<file path="src/rtl/fifo_arb_pkg.sv">
// fifo_arb_pkg: shared FSM encoding and index-width helper for the FIFO read arbiter
// Contents:
//   arbState_e  - arbiter FSM state (ST_IDLE, ST_BURST)
//   idxWidth()  - width of an index into n items, never less than 1
package fifo_arb_pkg;
  typedef enum logic {
    ST_IDLE  = 1'b0,
    ST_BURST = 1'b1
  } arbState_e;
  function automatic int idxWidth(input int n);
    return (n > 1) ? $clog2(n) : 1;
  endfunction
endpackage

</file>
<file path="src/rtl/fifo_read_arbiter_rr_pick.sv">
// rr_pick: combinational round-robin selector searching upward from the slot after lastIdx
// Ports:
//   req      in   N   request vector (bit i set = FIFO i has data)
//   lastIdx  in   IW  index granted last; search starts at lastIdx+1 (mod N)
//   found    out  1   some request is set
//   idx      out  IW  first requester found
module rr_pick #(
  parameter int N  = 4,
  parameter int IW = 2
) (
  input  logic [N-1:0]  req,
  input  logic [IW-1:0] lastIdx,
  output logic          found,
  output logic [IW-1:0] idx
);
  always_comb begin
    found = 1'b0;
    idx   = '0;
    for (int k = 1; k <= N; k++) begin
      if (!found && req[(int'(lastIdx) + k) % N]) begin
        found = 1'b1;
        idx   = IW'((int'(lastIdx) + k) % N);
      end
    end
  end
endmodule

</file>
<file path="src/rtl/fifo_read_arbiter.sv">
// fifo_read_arbiter: round-robin burst arbiter sharing one valid/ready consumer among NUM_FIFOS FIFO read ports
// Build option: FIFO_ARB_STRICT_PRIO_EN selects lowest-index-first arbitration instead of round-robin.
// Ports:
//   readClkIn      in   1                     read-domain clock
//   readRstIn      in   1                     synchronous active-high reset
//   fifoEmptyIn    in   NUM_FIFOS             registered per-FIFO empty flags
//   fifoDataIn     in   NUM_FIFOS*DATA_WIDTH  flat read data, FIFO i at [i*DATA_WIDTH +: DATA_WIDTH]
//   readEnableOut  out  NUM_FIFOS             one-hot-or-zero read enable
//   dataOut        out  DATA_WIDTH            head of the output buffer
//   dataSrcOut     out  IDX_W                 FIFO index that produced dataOut
//   dataValidOut   out  1                     dataOut valid
//   dataReadyIn    in   1                     consumer accepts on valid & ready
//   busyOut        out  1                     in a burst or with a read in flight
module fifo_read_arbiter
  import fifo_arb_pkg::*;
#(
  parameter int NUM_FIFOS  = 4,
  parameter int DATA_WIDTH = 8,
  parameter int BURST_LEN  = 4,
  localparam int IDX_W     = idxWidth(NUM_FIFOS)
) (
  input  logic                            readClkIn,
  input  logic                            readRstIn,
  input  logic [NUM_FIFOS-1:0]            fifoEmptyIn,
  input  logic [NUM_FIFOS*DATA_WIDTH-1:0] fifoDataIn,
  output logic [NUM_FIFOS-1:0]            readEnableOut,
  output logic [DATA_WIDTH-1:0]           dataOut,
  output logic [IDX_W-1:0]                dataSrcOut,
  output logic                            dataValidOut,
  input  logic                            dataReadyIn,
  output logic                            busyOut
);
  arbState_e             state;
  logic [IDX_W-1:0]      grantIdx;
  logic [IDX_W-1:0]      inFlightIdx;
  logic [IDX_W-1:0]      pickIdx;
  logic                  pickFound;
  logic                  inFlight;
  logic [7:0]            beatCnt;
  logic [1:0]            bufOcc;
  logic [DATA_WIDTH-1:0] bufData [2];
  logic [IDX_W-1:0]      bufSrc [2];
  logic                  pop;
  logic                  space;
  logic                  issue;
  logic                  burstEnd;
  logic                  wrSel;
  logic [DATA_WIDTH-1:0] pushData;
`ifdef FIFO_ARB_STRICT_PRIO_EN
  // Scan downward so the lowest non-empty index is the last one written.
  always_comb begin
    pickFound = 1'b0;
    pickIdx   = '0;
    for (int i = NUM_FIFOS - 1; i >= 0; i--) begin
      if (!fifoEmptyIn[i]) begin
        pickFound = 1'b1;
        pickIdx   = IDX_W'(i);
      end
    end
  end
`else
  logic [IDX_W-1:0] rrPtr;
  rr_pick #(
    .N  (NUM_FIFOS),
    .IW (IDX_W)
  ) uPick (
    .req     (~fifoEmptyIn),
    .lastIdx (rrPtr),
    .found   (pickFound),
    .idx     (pickIdx)
  );
  always_ff @(posedge readClkIn) begin
    if (readRstIn) rrPtr <= IDX_W'(NUM_FIFOS - 1);
    else if (burstEnd) rrPtr <= grantIdx;
  end
`endif
  // Space counts the word already in flight so the 2-entry buffer can never overflow,
  // while a same-cycle pop still frees a slot for back-to-back reads.
  always_comb begin
    pop           = dataValidOut & dataReadyIn;
    space         = ({1'b0, bufOcc} + {2'b0, inFlight} - {2'b0, pop}) < 3'd2;
    issue         = (state == ST_BURST) & ~fifoEmptyIn[grantIdx] & space;
    burstEnd      = (state == ST_BURST) & ((issue & (beatCnt == 8'(BURST_LEN - 1))) | fifoEmptyIn[grantIdx]);
    readEnableOut = issue ? (NUM_FIFOS'(1) << grantIdx) : '0;
    wrSel         = (bufOcc - {1'b0, pop}) != 2'd0;
    pushData      = fifoDataIn[int'(inFlightIdx) * DATA_WIDTH +: DATA_WIDTH];
  end
  assign dataOut      = bufData[0];
  assign dataSrcOut   = bufSrc[0];
  assign dataValidOut = bufOcc != 2'd0;
  assign busyOut      = (state == ST_BURST) | inFlight;
  always_ff @(posedge readClkIn) begin
    if (readRstIn) begin
      state    <= ST_IDLE;
      grantIdx <= '0;
      beatCnt  <= '0;
    end else if (state == ST_IDLE) begin
      if (pickFound) begin
        state    <= ST_BURST;
        grantIdx <= pickIdx;
        beatCnt  <= '0;
      end
    end else begin
      if (issue) beatCnt <= beatCnt + 8'd1;
      if (burstEnd) state <= ST_IDLE;
    end
  end
  // Entry 0 is the head; a pop shifts entry 1 down and a push lands in the first
  // free slot after that shift (the later non-blocking write wins).
  always_ff @(posedge readClkIn) begin
    if (readRstIn) begin
      inFlight    <= 1'b0;
      inFlightIdx <= '0;
      bufOcc      <= '0;
      bufData     <= '{default: '0};
      bufSrc      <= '{default: '0};
    end else begin
      inFlight    <= issue;
      inFlightIdx <= grantIdx;
      if (pop) begin
        bufData[0] <= bufData[1];
        bufSrc[0]  <= bufSrc[1];
      end
      if (inFlight) begin
        bufData[wrSel] <= pushData;
        bufSrc[wrSel]  <= inFlightIdx;
      end
      bufOcc <= bufOcc + {1'b0, inFlight} - {1'b0, pop};
    end
  end
endmodule

</file>
<file path="config.mk">
export PLATFORM = sky130hd
export DESIGN_NAME = fifo_read_arbiter
export DESIGN_NICKNAME = d
export VERILOG_FILES = /design/src/rtl/fifo_arb_pkg.sv /design/src/rtl/fifo_read_arbiter_rr_pick.sv /design/src/rtl/fifo_read_arbiter.sv
export SDC_FILE = /design/constraint.sdc
export NUM_CORES = 1
export LEC_CHECK = 0
export CAP_MARGIN = 20
export CORE_MARGIN = 2
export CORE_UTILIZATION = 51
export DETAILED_ROUTE_END_ITERATION = 7
export PLACE_DENSITY_LB_ADDON = 0.12
export SETUP_SLACK_MARGIN = 0.2
export SLEW_MARGIN = 40
export SYNTH_ARGS = -nofsm -noshare
export SYNTH_HDL_FRONTEND = slang
export SYNTH_SLANG_ARGS = --single-unit
export TNS_END_PERCENT = 50
</file>
<file path="constraint.sdc">
create_clock -name readClkIn -period 6 [get_ports readClkIn]
set_input_delay 1.2 -clock readClkIn [delete_from_list [all_inputs] [get_ports readClkIn]]
set_output_delay 1.2 -clock readClkIn [all_outputs]
set_load 0.02 [all_outputs]
</file>
### Sequential cells coloured by netlist name, run 1

(6 px per um)
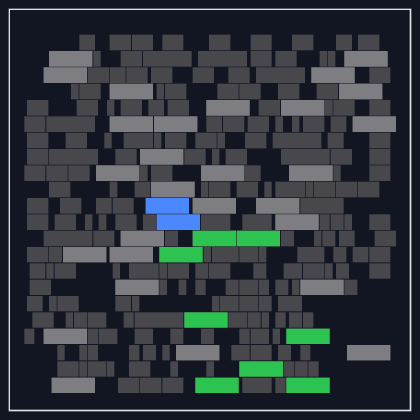
Key: beatCnt = green [sequential cells 8, where south]; inFlightIdx = blue [sequential cells 2]
Another 28 sequential cells are not coloured.

### Routed metal per tile, run 1

(6 px per um) 13 x 13 tiles, from dark purple (low) to yellow (high), scaled to the fullest tile. Values are wire area over tile area, all layers added.
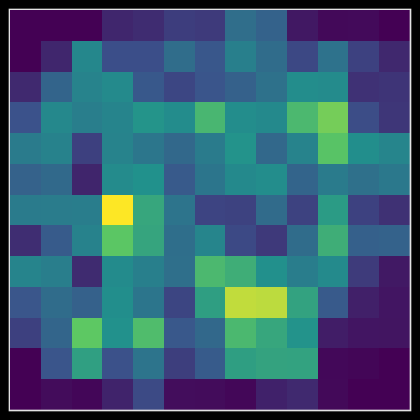
The emptiest ninth of the die: south-east. 17% of the tiles are over half the peak. The fullest tile reaches 0.44. 7.7% of the tiles are nearly empty. The mean over all tiles is 0.15.

==> Changelog: implementation, run 1 <==
### Metrics

- Worst-Margin Slew: 0.7362 ns
- Busiest grt layer: met2
- Lkg Pwr: 0.001075 uW
- Combinational Area: 1086 um^2
- Final setup viols: 0
- Area added between synthesis and finish: 28.58%
- DR WL met2: 1975 um
- CLK BUF: 7
- Clk power: 181 uW
- Grt ovf: 0
- Part of the cycle the worst path needs: 90.62%
- Placed insts: 287
- Tot Pwr: 806.7 uW
- Mux cell area share after synthesis: 22.64%
- Status: finished, final reports clean
- Worst r2r path cells: 10
- Fin util: 69.23%
- Comb group: 312 uW
- Antenna viol nets, final: 0
- Met3 usage in global routing: 4.392%
- Stage-log warning count: 26
- P_int: 536.5 uW
- Global-route wire length before repair: 6568 um
- Clk pin slew, worst setup/hold paths: 0.07 ns
- Ant. Diodes: 0
- Inverters: 5
- Worst r2r src: bufOcc[1]
- Yosys simple share: 18.70%
- Critical Path Start Type: input port
- Seq_cells: 38
- Top cells excl fill/tap: 54 x clkdlybuf4s50_1, 38 x dfxtp_1, 35 x nor2_1
- Final slew viol count: 0
- Gate power share: 38.7%
- CP delay by family, top: simple AND/OR/NAND/NOR gates
- Routed vias/inst: 5.525
- Crit path to: readEnableOut[1]
- Count of plain and timing-repair buffers: 56
- Hold Vio Cnt, Final: 0
- Final min period: 5.437 ns
- Syn avg cell area: 9.712 um^2
- Dominant kind of cell: multi-input combinational cells
- GRT Total Usage: 19.94%
- Cts hold-fix bufs: 0
- Post-synth top area cell: dfxtp_1
- CP max stage delay: 0.63 ns
- Reg-to-Reg End: beatCnt[7]
- Fin cells: 295
- H-tree depth: 2
- Synth Area in Adders: 2.251%
- Tapcell Cnt: 48
- Top cell excl fill/tap: clkdlybuf4s50_1
- Layout fillers: 305
- Critical Path Start: dataReadyIn
- Yosys stat chip area: 2001 um^2
- Pin count of the biggest net entering global routing: 36
- Worst path cell trace: clkdlybuf4s50_1 > nand2_1 > or2_2 > nand2_1 > ha_1 > fa_1 > nand2b_1 > or3_4 > nor3b_1 > clkdlybuf4s50_1
- Logic Gate Count: 140
- Setup ws final: 0.5626 ns
- FFs w/ async S/R, synth: 0%
- Hold Crit Depth: 2
- DRC viols: 0
- M1 WL: 1826 um
- Crit Path Max Fanout: 13
- Non-clock buffer share: 21.60%
- Vias in the first global route: 1,495
- Fraction of area in registers: 29.57%
- Min Hold Slack: 0.4919 ns
- Met1 Usage GRT: 23.89%
- CTS Buffer Depth: 2
- Type of the worst setup path: in -> out
- EDFF count, synth: 0
- Rel. slew slack: 50.78%
### Floorplan with the power grid, run 1

(8 px per um) Pins as bars on the die edge.
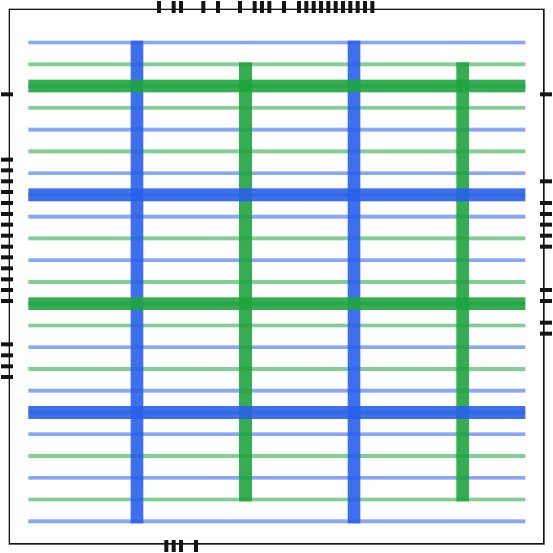
Key: VDD = green; VSS = blue
55 signal pins sit on the boundary. The core has 22 rows. 23 met1 rails follow the rows.
DIE WIDTH: 66.63 um
die y size: 66.63 um
total core area: 3716 um^2

--- run 2 (diff from run 1) ---
RECOVER_POWER = 50   (was unset)
REMOVE_ABC_BUFFERS = 1   (was unset)
### Cell sizes after repair, run 2

(4 px per um)
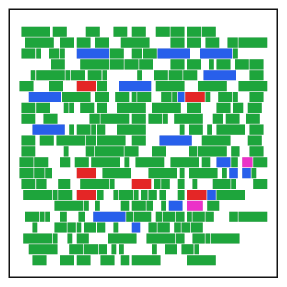
Key: _2 cells = blue [cells 16]; _6 and larger = red [cells 6]; _0 and _1 cells = green [cells 223]; _3 and _4 cells = magenta [cells 2]

==> run 2 against run 1 <==
Total power decreased by 1.7%. Sequential share of layout area about the same. Sequential cell count is the same. Cell area down 0.15%. Utilization fell by 0.10 points. Clock skew is essentially flat. Die area unchanged.
==> Changelog: implementation, run 2 <==
### Metrics

- Status: finished, final reports clean (unchanged)
- Top cells excl fill/tap: 42 x clkdlybuf4s50_1, 38 x dfxtp_1, 35 x nor2_1 (was 54 x clkdlybuf4s50_1, 38 x dfxtp_1, 35 x nor2_1)
- Total core area: 3716 um^2 (unchanged)
- Hold Crit Depth: 2 (unchanged)
- Final slew viol count: 0 (unchanged)
- Clk power: 179 uW (was 181 uW)
- FFs w/ async S/R, synth: 0% (unchanged)
- Grt ovf: 0 (unchanged)
- Part of the cycle the worst path needs: 90.31% (was 90.62%)
- Final setup viols: 0 (unchanged)
- CLK BUF: 7 (unchanged)
- Non-clock buffer share: 21.48% (was 21.60%)
- Busiest grt layer: met2 (unchanged)
- Met3 usage in global routing: 4.054% (was 4.392%)
- Count of plain and timing-repair buffers: 56 (unchanged)
- Mux cell area share after synthesis: 22.64% (unchanged)
- EDFF count, synth: 0 (unchanged)
- Critical Path Start Type: input port (unchanged)
- Placed insts: 287 (unchanged)
- Lkg Pwr: 0.001107 uW (was 0.001075 uW)
- Crit Path Max Fanout: 13 (unchanged)
- Stage-log warning count: 25 (was 26)
- Worst-Margin Slew: 1.488 ns (was 0.7362 ns)
- P_int: 527.7 uW (was 536.5 uW)
- DR WL met2: 2042 um (was 1975 um)
- Synth Area in Adders: 2.251% (unchanged)
- Min Hold Slack: 0.4930 ns (was 0.4919 ns)
- Dominant kind of cell: multi-input combinational cells (unchanged)
- H-tree depth: 2 (unchanged)
- DRC viols: 0 (unchanged)
- CP delay by family, top: simple AND/OR/NAND/NOR gates (unchanged)
- Layout fillers: 311 (was 305)
- Type of the worst setup path: in -> out (unchanged)
- Die y size: 66.63 um (unchanged)
- Worst r2r src: bufOcc[1] (unchanged)
- GRT Total Usage: 21.15% (was 19.94%)
- CTS Buffer Depth: 2 (unchanged)
- Final min period: 5.419 ns (was 5.437 ns)
- Post-synth top area cell: dfxtp_1 (unchanged)
- Syn avg cell area: 9.712 um^2 (unchanged)
- Clk pin slew, worst setup/hold paths: 0.07 ns (about the same)
- Antenna viol nets, final: 0 (unchanged)
- Inverters: 5 (unchanged)
- Tot Pwr: 792.9 uW (was 806.7 uW)
- M1 WL: 1830 um (was 1826 um)
- DIE WIDTH: 66.63 um (unchanged)
### Placed standard cells, run 2

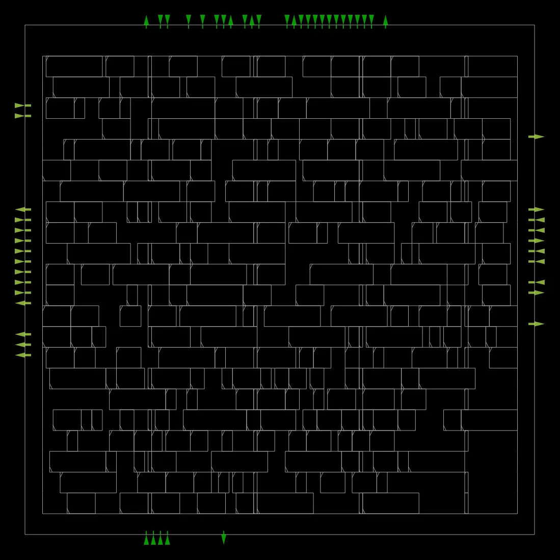
fraction of area in registers: 29.62%
seq_cells: 38
Tapcell Cnt: 48
fin util: 69.12%
fin cells: 295

Power is estimated from default activity; no workload was simulated.
